$ cat config.mk
export PLATFORM = sky130hd
export DESIGN_NAME = dmem_access_ctrl
export DESIGN_NICKNAME = d
export VERILOG_FILES = /design/src/rtl/dmem_access_ctrl.sv
export SDC_FILE = /design/constraint.sdc
export NUM_CORES = 1
export LEC_CHECK = 0
export CAP_MARGIN = 20
export CORE_MARGIN = 4
export CORE_UTILIZATION = 36
export DETAILED_ROUTE_END_ITERATION = 16
export GPL_TIMING_DRIVEN = 0
export PLACE_DENSITY_LB_ADDON = 0.05
export SYNTH_ARGS = -nofsm -noshare
export SYNTH_HDL_FRONTEND = slang
export SYNTH_SLANG_ARGS = --single-unit
$ cat constraint.sdc
create_clock -name clk -period 1.4 [get_ports clk]
set_input_delay 0.28 -clock clk [delete_from_list [all_inputs] [get_ports clk]]
set_output_delay 0.28 -clock clk [all_outputs]
set_load 0.05 [all_outputs]
$ cat src/rtl/dmem_access_ctrl.sv
`default_nettype none
// ============================================================================
// Module   : dmem_access_ctrl
// Purpose  : MEM-stage data-memory req/ack sequencer with pipeline stall,
//            load-word capture and wait-cycle timeout.
// Revision : 1.0
// ============================================================================
module dmem_access_ctrl #(
  parameter int unsigned MAX_WAIT = 15
) (
  input  logic        clk,
  input  logic        rst,
  input  logic        mem_rd_MEM,
  input  logic        mem_wr_MEM,
  input  logic [31:0] addr_MEM,
  input  logic [31:0] wdata_MEM,
  output logic        dmem_req,
  output logic        dmem_we,
  output logic [31:0] dmem_addr,
  output logic [31:0] dmem_wdata,
  input  logic        dmem_ack,
  input  logic [31:0] dmem_rdata,
  output logic        stall_pipe,
  output logic [31:0] load_data,
  output logic        load_valid,
  output logic        timeout_err
);

  typedef enum logic [1:0] {
    S_IDLE = 2'd0,
    S_BUSY = 2'd1,
    S_DONE = 2'd2
  } state_t;

  // Counter value seen during the last permitted request cycle.
  localparam logic [7:0] WAIT_LAST = 8'(MAX_WAIT - 1);

  state_t      state_q, state_d;
  logic        req_q, req_d;
  logic        we_q, we_d;
  logic [31:0] addr_q, addr_d;
  logic [31:0] wdata_q, wdata_d;
  logic [31:0] load_data_q, load_data_d;
  logic        load_valid_q, load_valid_d;
  logic        timeout_err_q, timeout_err_d;
  logic [7:0]  cnt_q, cnt_d;
  logic [7:0]  cnt_inc;

  assign cnt_inc = (cnt_q == 8'hFF) ? cnt_q : cnt_q + 8'd1;

  always_comb begin
    state_d       = state_q;
    req_d         = req_q;
    we_d          = we_q;
    addr_d        = addr_q;
    wdata_d       = wdata_q;
    load_data_d   = load_data_q;
    load_valid_d  = 1'b0;
    timeout_err_d = timeout_err_q;
    cnt_d         = cnt_q;
    case (state_q)
      S_IDLE: begin
        if (mem_rd_MEM || mem_wr_MEM) begin
          addr_d  = addr_MEM;
          wdata_d = wdata_MEM;
          we_d    = mem_wr_MEM & ~mem_rd_MEM;
          req_d   = 1'b1;
          cnt_d   = 8'd0;
          state_d = S_BUSY;
        end
      end
      S_BUSY: begin
        // An ack on the final permitted cycle still wins over the timeout.
        if (dmem_ack) begin
          if (!we_q) load_data_d = dmem_rdata;
          req_d        = 1'b0;
          load_valid_d = 1'b1;
          state_d      = S_DONE;
        end else if (cnt_q == WAIT_LAST) begin
          req_d         = 1'b0;
          load_data_d   = 32'd0;
          timeout_err_d = 1'b1;
          load_valid_d  = 1'b1;
          cnt_d         = cnt_inc;
          state_d       = S_DONE;
        end else begin
          cnt_d = cnt_inc;
        end
      end
      S_DONE:  state_d = S_IDLE;
      default: state_d = S_IDLE;
    endcase
  end

  always_ff @(posedge clk) begin
    if (rst) begin
      state_q       <= S_IDLE;
      req_q         <= 1'b0;
      we_q          <= 1'b0;
      addr_q        <= 32'd0;
      wdata_q       <= 32'd0;
      load_data_q   <= 32'd0;
      load_valid_q  <= 1'b0;
      timeout_err_q <= 1'b0;
      cnt_q         <= 8'd0;
    end else begin
      state_q       <= state_d;
      req_q         <= req_d;
      we_q          <= we_d;
      addr_q        <= addr_d;
      wdata_q       <= wdata_d;
      load_data_q   <= load_data_d;
      load_valid_q  <= load_valid_d;
      timeout_err_q <= timeout_err_d;
      cnt_q         <= cnt_d;
    end
  end

  // Combinational so the pipeline freezes in the cycle the access appears.
  assign stall_pipe  = ((state_q == S_IDLE) && (mem_rd_MEM || mem_wr_MEM)) ||
                       (state_q == S_BUSY);
  assign dmem_req    = req_q;
  assign dmem_we     = we_q;
  assign dmem_addr   = addr_q;
  assign dmem_wdata  = wdata_q;
  assign load_data   = load_data_q;
  assign load_valid  = load_valid_q;
  assign timeout_err = timeout_err_q;

endmodule
`default_nettype wire
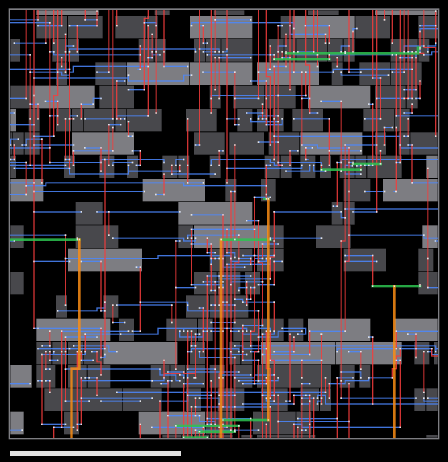
Figure 1: run 1, layout detail.
Bar = 20 um. Window x 31 to 81, y 54 to 104 um. Cells in gray, sequential cells in the stronger gray; small squares are vias.
legend:
  metal 2:
    color: red
  metal 4:
    color: orange
  metal 1:
    color: blue
  metal 3:
    color: green
cells with their middle in the window: 151
most frequent: nand2_1 (30), a21oi_1 (19)
netlist names of flops here include: cnt_q (7), dmem_wdata (7), dmem_addr (6)
sequential cells in the window: 22

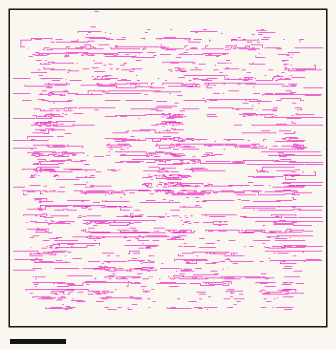
Figure 2: run 1, met1 routing.
Bar = 20 um.
main direction: horizontal
wire length on this layer: 4,920 um
share of all routed wire: 42%

==> impl_metrics.ini, run 1 <==
; physical design summary
[pwr]
p_int_mw = 4.741
largestPowerGroup = sequential cells
totalPowerFinal_mw = 7.167
p_per_area_nw_per_um2 = 1148
pwr-share-clk = 0.251
combPwrFrac = 0.270
p_leak_nw = 2.579
peakVddDrop_mv = 0.7293
pg_clk_mw = 1.80

[setup_path]
crit_path_cell_trace = inv_4, ha_4, nor4b_4, a31oi_1, o21ba_4, buf_6, a22o_2
path_buffers = 2
worst_setup_path_end_kind = flip-flop
rr_worst_depth = 7
reg2reg_to = load_data[12]$_SDFFE_PP0P_
crit_path_end = load_data[12]$_SDFFE_PP0P_
cp.required_ps = 1650
path_class = flip-flop to flip-flop
crit_path_start = cnt_q[0]$_SDFFE_PP0P_
path_depth = 7

[synth]
xor_share = 0
ys_top_logic_family = simple AND/OR/NAND/NOR gates
ys_sh_adder = 0.006353
synth.largest_area_cell = dfxtp_1
synth_top_flop_cell = dfxtp_1
mux_area_frac = 0
netlist_instances = 438
synth_top_area_share = 0.5591
ys_cells = 438
ys_chip_area_um2 = 3939
top_cells_by_area = dfxtp_1 56%, nand2_1 12%, a21oi_1 8.9%
simple_gate_share = 0.2046
postSynthSeqShare = 0.5591

[timing]
finalSetupViolCount = 39
setup_tns_ps = -6231
slew_viol_final = 0
fin_crit_sh = 1.142
skew_ps = 11.75
setup_ws_ps = -199.1

[cells_and_area]
drive_gt1_frac = 0.2929
fin_util = 0.5941
final_area_um2 = 6243
nets = 757
areaGrowthSynthToFinish_pct = 58.51
layout_top_cells = 131 x nand2_1, 101 x dfxtp_1, 96 x clkdlybuf4s50_1
diodes = 0

[min_path]
holdPathEnd = dmem_we$_SDFFE_PP0P_
hold_path_depth = 2
min_from = mem_rd_MEM
hp-class = input pin to flip-flop

[placement]
place_ws_ps = -852.4
dpl_cell_area_um2 = 6126
placed_cells = 774
place_congestion = 0.8514
port_buffers = 200

[routing]
dr.max_layer_used = met4
wl_met3_um = 965
first_pass_iters = 4
vias = 3868
drtIter0Drc = 145

[global_routing]
grt_max_degree = 19
grt_pass1_vias = 3713
grt_pass1_wl_um = 18560
antenna_found_initial = 0
gr-total-overflow = 0
track_usage = 0.1767

[clock_network]
htreeDepth = 3
cts_root_buf = clkbuf_8
cts.clk_slew.worst_paths_ps = 100
clock_latency_ps = 360
hold_buffers = 0

[status]
violations = negative setup slack
status = finished with violations

[die]
initCoreUtil = 0.3748
fp-row-count = 37
dieArea_um2 = 12680
die_x_um = 112.6
core_um2 = 10510
die_h_um = 112.6
io_pins = 202

[run]
tool_warnings = 30
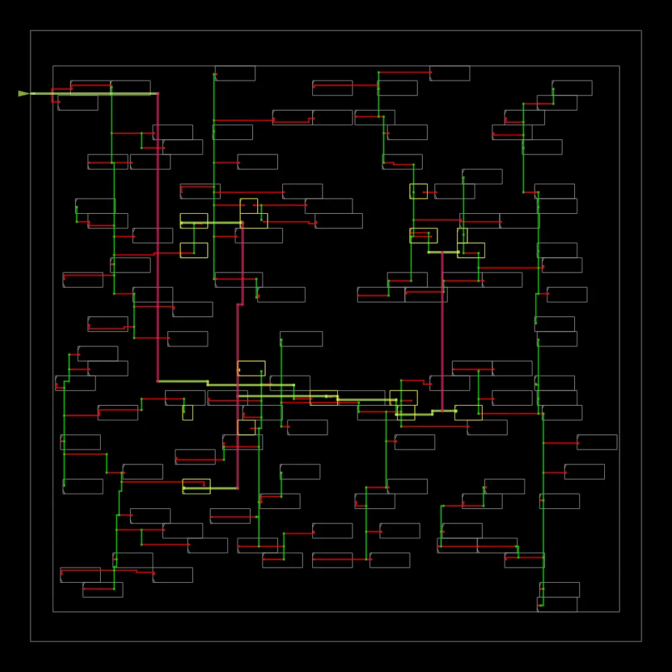
Figure 3: run 1, the clock network.
CTS Buf Count: 9
clock buf count: 10

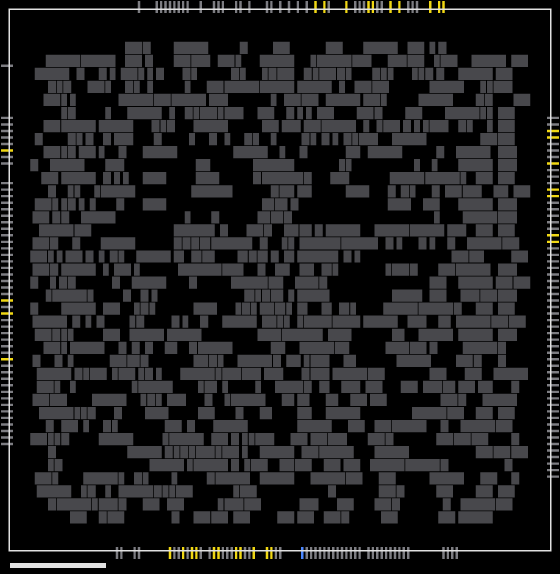
Figure 4: run 1, I/O pins on the die edge.
Bar = 20 um. Pins as bars across the die edge, other pins in gray.
legend:
  mem_rd_MEM:
    color: blue
    pins: 1
    direction: input
    edge: south
  dmem_wdata:
    color: yellow
    pins: 32
    direction: output
    edge: 11 south, 10 north, 7 east, 4 west

-- run 1: registers in the layout, indices dropped and copies added, names as in the netlist --
signal	cells
dmem_wdata	32
dmem_req	1
dmem_we	1
timeout_err	1
state_q	2
dmem_addr	32
cnt_q	8
load_valid	1
load_data	32
-- run 1: final cells by class --
type / count / area, um^2
flip-flops and latches: 110 / 2231
inverters: 3 / 13.76
fillers: 964 / 4265
plain buffers: 30 / 205.2
clock inverters: 6 / 45.04
repair buffers: 205 / 1803
clock buffers: 10 / 137.6
well taps: 136 / 170.2
multi-input cells: 295 / 1638
-- run 1: routing by layer --
metal,track usage,vias to the layer above
met5,0,-
met4,0.05529,0
met3,0.05930,16
met2,0.3017,154
met1,0.2094,1772
li1,-,1926
==> run 2, diff against run 1 <==
- SKIP_CTS_REPAIR_TIMING: unset -> 1
==> impl_metrics.ini, run 2 <==
; physical design summary
[status]
status = finished with violations
violations = negative setup slack

[synth]
netlist_instances = 438
top_cells_by_area = dfxtp_1 56%, nand2_1 12%, a21oi_1 8.9%
simple_gate_share = 0.2046
mux_area_frac = 0
synth_top_area_share = 0.5591
synth_top_flop_cell = dfxtp_1
ys_types = 33
postSynthSeqShare = 0.5591
xor_share = 0
ys_sh_adder = 0.006353
ys_cells = 438

[min_path]
holdPathEnd = state_q[1]$_SDFFE_PP0P_
min_from = dmem_ack
hold_path_depth = 3

[die]
die_x_um = 112.6
dieArea_um2 = 12680
die_h_um = 112.6
initCoreUtil = 0.3748
core_um2 = 10510
taps = 136
io_pins = 202

[run]
tool_warnings = 29

[cells_and_area]
nets = 765
fillers = 965
final_area_um2 = 6105
inverters = 3
largestClassByArea = sequential cells
seq-cell-share = 0.3650
buf_share = 0.2964
n_all_buffers = 243
areaGrowthSynthToFinish_pct = 54.99
n_clock_buffer = 10
drive_gt1_frac = 0.3103
comb_area_frac = 0.2785
diodes = 0
logic_gate_count = 295
clk_share = 0.02992
fin_util = 0.5809
layout_top_cells = 131 x nand2_1, 102 x clkbuf_2, 101 x dfxtp_1
register_area_um2 = 2228
combGateArea_um2 = 1700

[setup_path]
path_class = flip-flop to flip-flop
reg2reg_to = load_data[20]$_SDFFE_PP0P_
crit_path_start = cnt_q[0]$_SDFFE_PP0P_
cp.required_ps = 1650
worst_setup_path_end_kind = flip-flop
rr_worst_depth = 7

[routing]
drtIter0Drc = 134
first_pass_iters = 4
drc_errors = 0

[timing]
skew_ps = 12.73
setup_ws_ps = -221.7
fin_crit_sh = 1.158
setup_tns_ps = -6733
max_freq_ghz = 0.6166
finalSetupViolCount = 37

[pwr]
totalPowerFinal_mw = 7.137
p_per_area_nw_per_um2 = 1169
largestPowerGroup = sequential cells
peakVddDrop_mv = 0.6264
pwr-share-clk = 0.251
p_leak_nw = 2.609
p_int_mw = 4.705
pg_clk_mw = 1.79

[clock_network]
htreeDepth = 3
cts_made_buffers = 9
cts_root_buf = clkbuf_8
cts.clk_slew.worst_paths_ps = 100

[global_routing]
antenna_found_initial = 0
grt_max_degree = 19
grt_pass1_vias = 3681
track_usage = 0.1745

[placement]
dpl_cell_area_um2 = 6126
place_ws_ps = -852.4
port_buffers = 200
placed_cells = 774
## run 2: logic make-up (layout without fill, tap and decap cells)
kind of cell	after synthesis	after routing
and+or+nand+nor	181	181
AOI/OAI and AO/OA	112	112
DFF	110	110
buffers and inverters	33	262
adders and majority gates	2	2
## run 2: worst max-delay path: cells and delay by family, from the launching register on
| kind | cells | cell delay [ps] |
|---|---|---|
| and+or+nand+nor | 1 | 220 |
| AOI/OAI and AO/OA | 3 | 600 |
| DFF | 1 | 380 |
| buffers and inverters | 2 | 200 |
| adders and majority gates | 1 | 120 |
## run 2: metal layers
metal | share of wire | track usage | vias to the layer above
met4 | 0.022 | 0.05529 | 0
li1 | - | - | 1949
met3 | 0.081 | 0.05876 | 18
met5 | 0 | 0 | -
met2 | 0.47 | 0.2946 | 149
met1 | 0.43 | 0.2091 | 1794
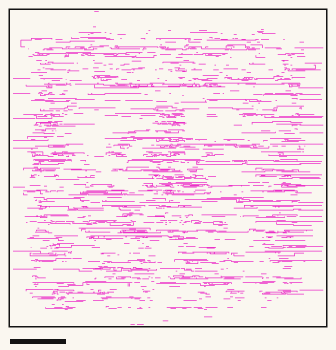
Figure 5: run 2, met1 routing.
Bar = 20 um.
longest straight run: 27.6 um
share of all routed wire: 43%

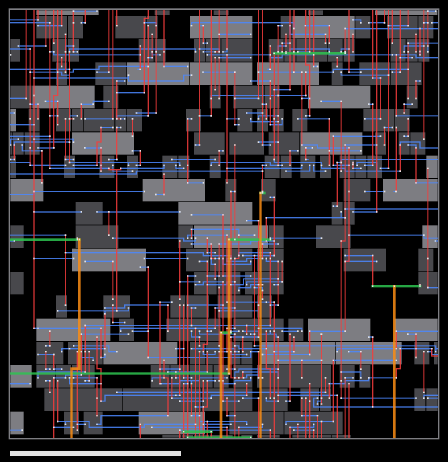
Figure 6: run 2, layout detail.
Bar = 20 um. Window x 31 to 81, y 54 to 104 um. Cells in gray, sequential cells in the stronger gray; small squares are vias.
legend:
  metal 3:
    color: green
  metal 1:
    color: blue
  metal 4:
    color: orange
  metal 2:
    color: red
netlist names of flops here include: cnt_q (7), dmem_wdata (7), dmem_addr (6)
cells with their middle in the window: 152
sequential cells in the window: 22
most frequent: nand2_1 (30), a21oi_1 (16)

Power and IR drop assume default switching activity.
